`src/rtl/axi_fifo_sync.sv`:
```
// Synchronous FIFO with arbitrary depth, FWFT or registered output, level and threshold flags.
// Define AXI_FIFO_ERR_EN to build the sticky overflow/underflow flags; otherwise they read 0.
module axi_fifo_sync #(
   parameter int DATA_WIDTH = 32,
   parameter int DEPTH      = 4,
   parameter int AF_THRESH  = DEPTH - 1,
   parameter int AE_THRESH  = 1,
   parameter int FWFT       = 1
) (
   input  logic                       clk,
   input  logic                       clr,
   input  logic                       write_en,
   input  logic [DATA_WIDTH-1:0]      data_in,
   input  logic                       read_en,
   output logic [DATA_WIDTH-1:0]      data_out,
   output logic                       valid,
   output logic                       empty,
   output logic                       full,
   output logic                       almost_full,
   output logic                       almost_empty,
   output logic [$clog2(DEPTH+1)-1:0] level,
   output logic                       overflow,
   output logic                       underflow
);

   localparam int LW = $clog2(DEPTH + 1);
   localparam int PW = $clog2(DEPTH);

   logic [DATA_WIDTH-1:0] mem [DEPTH];
   logic [PW-1:0]         wr_ptr;
   logic [PW-1:0]         rd_ptr;
   logic [LW-1:0]         level_q;
   logic                  rd_ok;
   logic                  wr_ok;

   // Explicit wrap so non-power-of-two depths never index past the last entry.
   function automatic logic [PW-1:0] ptr_inc(input logic [PW-1:0] p);
      if (p == PW'(DEPTH - 1)) begin
         return '0;
      end
      return p + PW'(1);
   endfunction

   assign empty        = (level_q == '0);
   assign full         = (level_q == LW'(DEPTH));
   assign almost_full  = (level_q >= LW'(AF_THRESH));
   assign almost_empty = (level_q <= LW'(AE_THRESH));
   assign level        = level_q;

   // A full FIFO still takes a write when the same edge pops the head.
   assign rd_ok = read_en & ~empty;
   assign wr_ok = write_en & (~full | rd_ok);

   always_ff @(posedge clk) begin
      if (clr) begin
         wr_ptr  <= '0;
         rd_ptr  <= '0;
         level_q <= '0;
      end else begin
         if (wr_ok) begin
            wr_ptr <= ptr_inc(wr_ptr);
         end
         if (rd_ok) begin
            rd_ptr <= ptr_inc(rd_ptr);
         end
         if (wr_ok & ~rd_ok) begin
            level_q <= level_q + LW'(1);
         end else if (rd_ok & ~wr_ok) begin
            level_q <= level_q - LW'(1);
         end
      end
   end

   always_ff @(posedge clk) begin
      if (wr_ok & ~clr) begin
         mem[wr_ptr] <= data_in;
      end
   end

   generate
      if (FWFT != 0) begin : g_fwft
         assign data_out = empty ? '0 : mem[rd_ptr];
         assign valid    = ~empty;
      end else begin : g_reg
         logic [DATA_WIDTH-1:0] data_p1;
         logic                  vld_p1;

         // Output stage: one-cycle read latency, data held between reads.
         always_ff @(posedge clk) begin
            if (clr) begin
               data_p1 <= '0;
               vld_p1  <= 1'b0;
            end else begin
               vld_p1 <= rd_ok;
               if (rd_ok) begin
                  data_p1 <= mem[rd_ptr];
               end
            end
         end

         assign data_out = data_p1;
         assign valid    = vld_p1;
      end
   endgenerate

`ifdef AXI_FIFO_ERR_EN
   logic overflow_q;
   logic underflow_q;

   always_ff @(posedge clk) begin
      if (clr) begin
         overflow_q  <= 1'b0;
         underflow_q <= 1'b0;
      end else begin
         if (write_en & full & ~rd_ok) begin
            overflow_q <= 1'b1;
         end
         if (read_en & empty) begin
            underflow_q <= 1'b1;
         end
      end
   end

   assign overflow  = overflow_q;
   assign underflow = underflow_q;
`else
   assign overflow  = 1'b0;
   assign underflow = 1'b0;
`endif

endmodule

```
`config.mk`:
```
export PLATFORM = sky130hd
export DESIGN_NAME = axi_fifo_sync
export DESIGN_NICKNAME = d
export VERILOG_FILES = /design/src/rtl/axi_fifo_sync.sv
export SDC_FILE = /design/constraint.sdc
export NUM_CORES = 1
export LEC_CHECK = 0
export CAP_MARGIN = 5
export CELL_PAD_IN_SITES_DETAIL_PLACEMENT = 1
export CELL_PAD_IN_SITES_GLOBAL_PLACEMENT = 1
export CORE_UTILIZATION = 40
export CTS_BUF_LIST = sky130_fd_sc_hd__clkbuf_4
export CTS_CLUSTER_DIAMETER = 30
export DETAILED_ROUTE_END_ITERATION = 10
export PLACE_DENSITY_LB_ADDON = 0.3
export SETUP_SLACK_MARGIN = 0.2
export SKIP_LAST_GASP = 1
export SLEW_MARGIN = 0
export SYNTH_ARGS = -nofsm -noshare
export SYNTH_HDL_FRONTEND = slang
export SYNTH_SLANG_ARGS = --single-unit
```
`constraint.sdc`:
```
create_clock -name clk -period 4.25 [get_ports clk]
set_clock_uncertainty 0.2 [all_clocks]
set_input_delay 0.6375 -clock clk [delete_from_list [all_inputs] [get_ports clk]]
set_output_delay 0.6375 -clock clk [all_outputs]
set_load 0.02 [all_outputs]
```
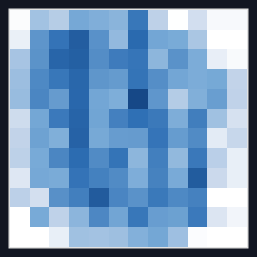
(images/util_map.png)
(2 px per µm) 12 x 12 tiles, from white (low) to dark blue (high), 0 to 100% covered.
- tiles over 75% full: 8.3%
- fullest tile: 91%
- mean over tiles: 46%
- nearly empty tiles: 8.3%
- emptiest ninth of the die: upper right

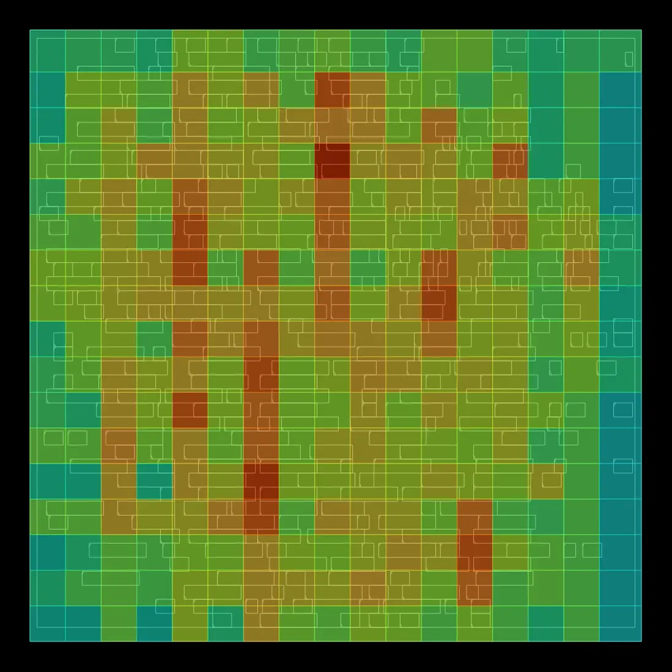
(images/congestion_map.png)
final core area utilization: 0.508
global-route met3 utilization: 0.0444
overall routing resource usage: 0.158

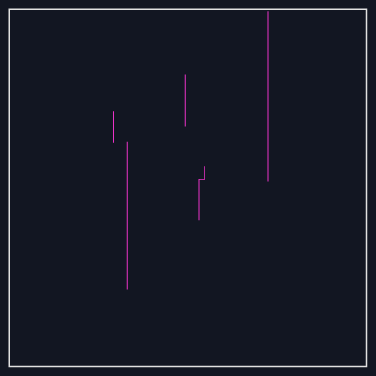
(images/m4.png)
(3 px per µm)
- nets with wire on the layer: 2
- longest straight run: 56.4 µm
- main direction: vertical
- wire length on this layer: 152 µm
total wire length: 10200 µm
total via count after detailed routing: 2732

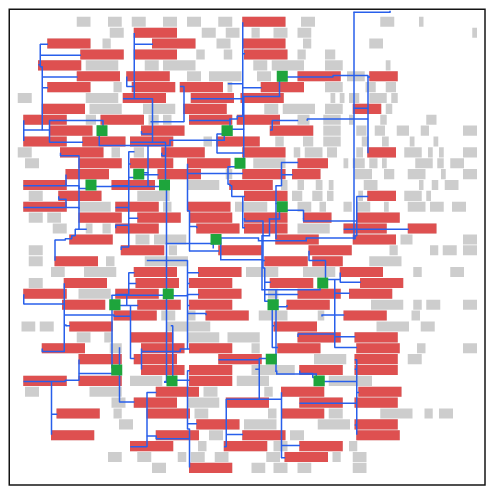
(images/clock_wires.png)
(4 px per µm)
- clock-net drivers: green (count 17)
- flip-flops: red (count 137)
- clock wires: blue (length 1530 µm)
- flops lie: spread over the die
- routed clock nets: 18

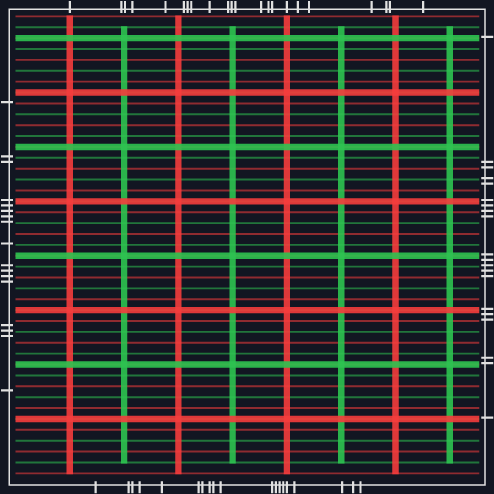
(images/floorplan.png)
(4 px per µm) Pins as bars on the die edge.
- VDD: green
- VSS: red
- met1 rails: 43
- met4 straps: 8
- signal pins: 78
- met5 straps: 8

-- power by group --
group / leakage (µW) / switching [µW] / total, µW / internal (µW)
logic: 0.000784 / 701 / 1430 / 729
registers: 0.00124 / 85.1 / 1640 / 1560
clock network: 0.000170 / 452 / 929 / 477
total: 0.00219 / 1240 / 4000 / 2760
-- cell type report --
type | instances | area, µm² | share of cell area
Sequential cell | 137 | 4030 | 0.599
Multi-Input combinational cell | 113 | 1300 | 0.193
Timing Repair Buffer | 82 | 816 | 0.121
Tap cell | 176 | 220 | 0.0327
Clock inverter | 13 | 176 | 0.0262
Clock buffer | 19 | 143 | 0.0212
Inverter | 10 | 40.0 | 0.00595
Antenna cell | 1 | 2.50 | 0.000372
-- registers in the layout, indices dropped and copies added, names as in the netlist, named ones only --
register / count
rd_ptr: 2
level: 3
wr_ptr: 2
mem: 128
-- metrics by stage --
| step | utilization | setup WS [ps] | total power, µW |
|---|---|---|---|
| 6_report | 0.508 | 694 | 4000 |
| 5_1_grt | 0.508 | 465 | 4200 |
| 4_1_cts | 0.508 | 576 | 4060 |
| 3_5_place_dp | 0.484 | 1170 | 3130 |
| 3_3_place_gp | 0.484 | 1190 | 3100 |
| 2_1_floorplan | - | 107 | 2520 |
-- final timing paths --
path	startpoint	endpoint	slack [ps]	cells past startpoint
hold / removal	rd_ptr[1]	register	300	2
hold reg to reg	rd_ptr[1]	register	300	2
setup / recovery	register	data_out[7]	690	4
setup reg to reg	level[1]	level[2]	1870	8
-- worst min-delay path: stages (launching register included) --
cell and delay, ps:
dfxtp_1 330, o21ai_0 70, a21oi_1 70
-- cells by family (layout without fill, tap and decap cells) --
logic type,Yosys count,in the layout
flops,137,137
other cells,1,3
fa+ha+maj,11,11
compound gates,13,13
buf+inv,24,124
xor+xnor,2,2
simple gates,52,52
mux,33,33
==> reports/README.md <==
| Step | Metric | Reported |
| --- | --- | --- |
| cts | Master cell of the clock root buffer | clkbuf_4 |
| synth | Sequential share of the synthesized area | 0.741 |
| synth | Count of library flops with an enable pin | 128 |
| route | Average via count per standard cell | 4.96 |
| route | Wire length per cell after detailed routing | 18.5 µm |
| worst setup path | CP arrival | 2720 ps |
| synth | Mean Syn Cell Area | 19.9 µm² |
| floorplanning | Overall die width | 119 µm |
| worst setup path | Max incr delay on CP | 660 ps |
| placement | Buffers on Ports | 75 |
| cts | Clock tree from TritonCTS | done |
| final layout | Share of layout cells above drive strength 1 | 0.206 |
| route | First-pass DRT Iterations | 4 |
| worst setup path | CP bufs+invs | 2 |
| final timing | Unrepaired setup endpoints after global routing | false |
| synth | Aoi/oai-family share of the synthesized area | 0.0129 |
| grt | Largest net degree at the start of global routing | 37 |
| job | Max cap viols | 0 |
| route | Number of violations reported at the end of detailed-routing iteration 0 | 87 |
| synth | Synth Warn # | 0 |
| grt | Initial antenna violation count | 1 |
| synth | Multiplexer area fraction after synthesis | 0.134 |
| final timing | Highest clock frequency the design can meet | 281 MHz |
| synth | Share of the synthesized netlist area taken by xor and xnor gates | 0.00322 |
| worst setup path | Ordered list of cells on the worst path | buf_12 > mux4_2 > and2_1 > clkdlybuf4s50_1 |
| route | Top routing layer in use | met4 |
| grt | Wire length of the first global-routing pass | 16100 µm |
| final timing | Headroom to the max-slew limit | 0.435 |
| floorplanning | Die H | 119 µm |
| cts | Number of gates given a new drive strength after cts | 0 |
| cts | Clock slew seen by the registers of the worst setup and hold paths | 110 ps |
| cts | Clk sinks | 137 |
| synth | Dominant combinational cell family by area after synthesis | multiplexers |
| synth | Cell types occupying the most area after synthesis | edfxtp_1, mux4_2, and2_1 |
| route | WL met1 | 4440 µm |
| worst setup path | Critical-path cell with the highest stage delay | dfxtp_2 |
| worst setup path | Endpoint required time on the critical path | 3410 ps |
| cts | Maximum level of the CTS H-tree | 4 |
| synth | Post-synthesis instance area | 0.00543 mm² |
| final timing | Crit share post-route | 0.837 |
| final layout | Area of all placed cells without fillers | 0.00673 mm² |
| synth | Area share, top type | 0.707 |
| final layout | Post-layout nets | 408 |
| floorplanning | Die area | 0.0141 mm² |
| final layout | Top logic cells by instance count in the layout | edfxtp_1, clkdlybuf4s50_1, mux4_2, and2_1, clkbuf_4 |
| placement | Post-placement cell area | 0.00640 mm² |
| placement | DPL Wire Length | 6100 µm |
| final timing | Summed negative setup slack over all endpoints | 0 ps |
| worst setup path | Cell family with most CP delay | buffers and inverters |
| grt | Met2 Usage GRT | 0.265 |
| cts | Inserted Clock Buffers | 17 |
| grt | Via count of the first global-routing pass | 2940 |
| synth | Most instantiated flip-flop cell in the synthesis netlist | edfxtp_1 |
| synth | Dominant cell type by area after synthesis | edfxtp_1 |
| synth | Distinct cell type count after synthesis | 31 |
| final timing | Pin slew with the least headroom to its limit | 847 ps |
| synth | FA/HA/MAJ Cells, Area Fraction | 0.0253 |
| synth | Synth Register Bits | 137 |
| floorplanning | Std-Cell Rows | 42 |
| final timing | Number of hold violations in the final report | 0 |
| synth | Fraction of registers with async set/reset | 0 |
| worst setup path | Type of destination of the critical path | primary output |
| final layout | Most frequent logic cell in the layout | edfxtp_1 |
| job | OpenROAD warning count | 33 |
| cts | Clock latency on the worst-skew pair | 510 ps |
| grt | Met1 Use GR | 0.191 |
| power | Max IR drop VDD | 0.000232 V |
| cts | Hold_buf cts | 0 |
| power | Total power density per cell area | 595 mW/mm² |
| worst setup path | Top fanout value on the critical path | 20 |
| cts | Post-CTS Setup Inserts | 0 |
| cts | Number of buffers between clock root and the deepest sink | 2 |
| synth | Cell total in the yosys stat output | 273 |
| floorplanning | I/O pin count | 78 |
| final timing | Worst hold-check slack | 305 ps |
| synth | Leading post-synthesis cells by instance count | edfxtp_1, and2_1, mux4_2 |
| worst setup path | Worst setup SP type | register |
| synth | Synthesis area per yosys | 0.00543 mm² |
| grt | Most congested layer reported by global routing | met2 |
| placement | Placed cell count | 518 |
| synth | Area fraction in and, or, nand and nor cells after synthesis | 0.0585 |
| route | DR WL met2 | 5140 µm |
| outcome | Run status | completed |
| synth | Gate count after technology mapping | 273 |
| route | Sum of met3 wire segment lengths after detailed routing | 440 µm |
| final timing | Minimum period implied by the final worst setup slack | 3560 ps |
| worst setup path | Path type of the worst setup path | reg2out |
| final layout | Final Non-Filler Cells | 551 |
| floorplanning | Placeable core region | 0.0132 mm² |
| route | Antenna-violating nets left | 0 |
| final layout | Synth-to-layout area growth | 23.8% |
| placement | Last weighted congestion value of the routability-driven placer | 0.724 |
| final timing | Final number of max-transition violations | 0 |
| hold path | Worst min path class | reg2reg |
| grt | Overflow after GRT | 0 |
Power figures rest on the tool's default switching activity, not on a simulated workload.
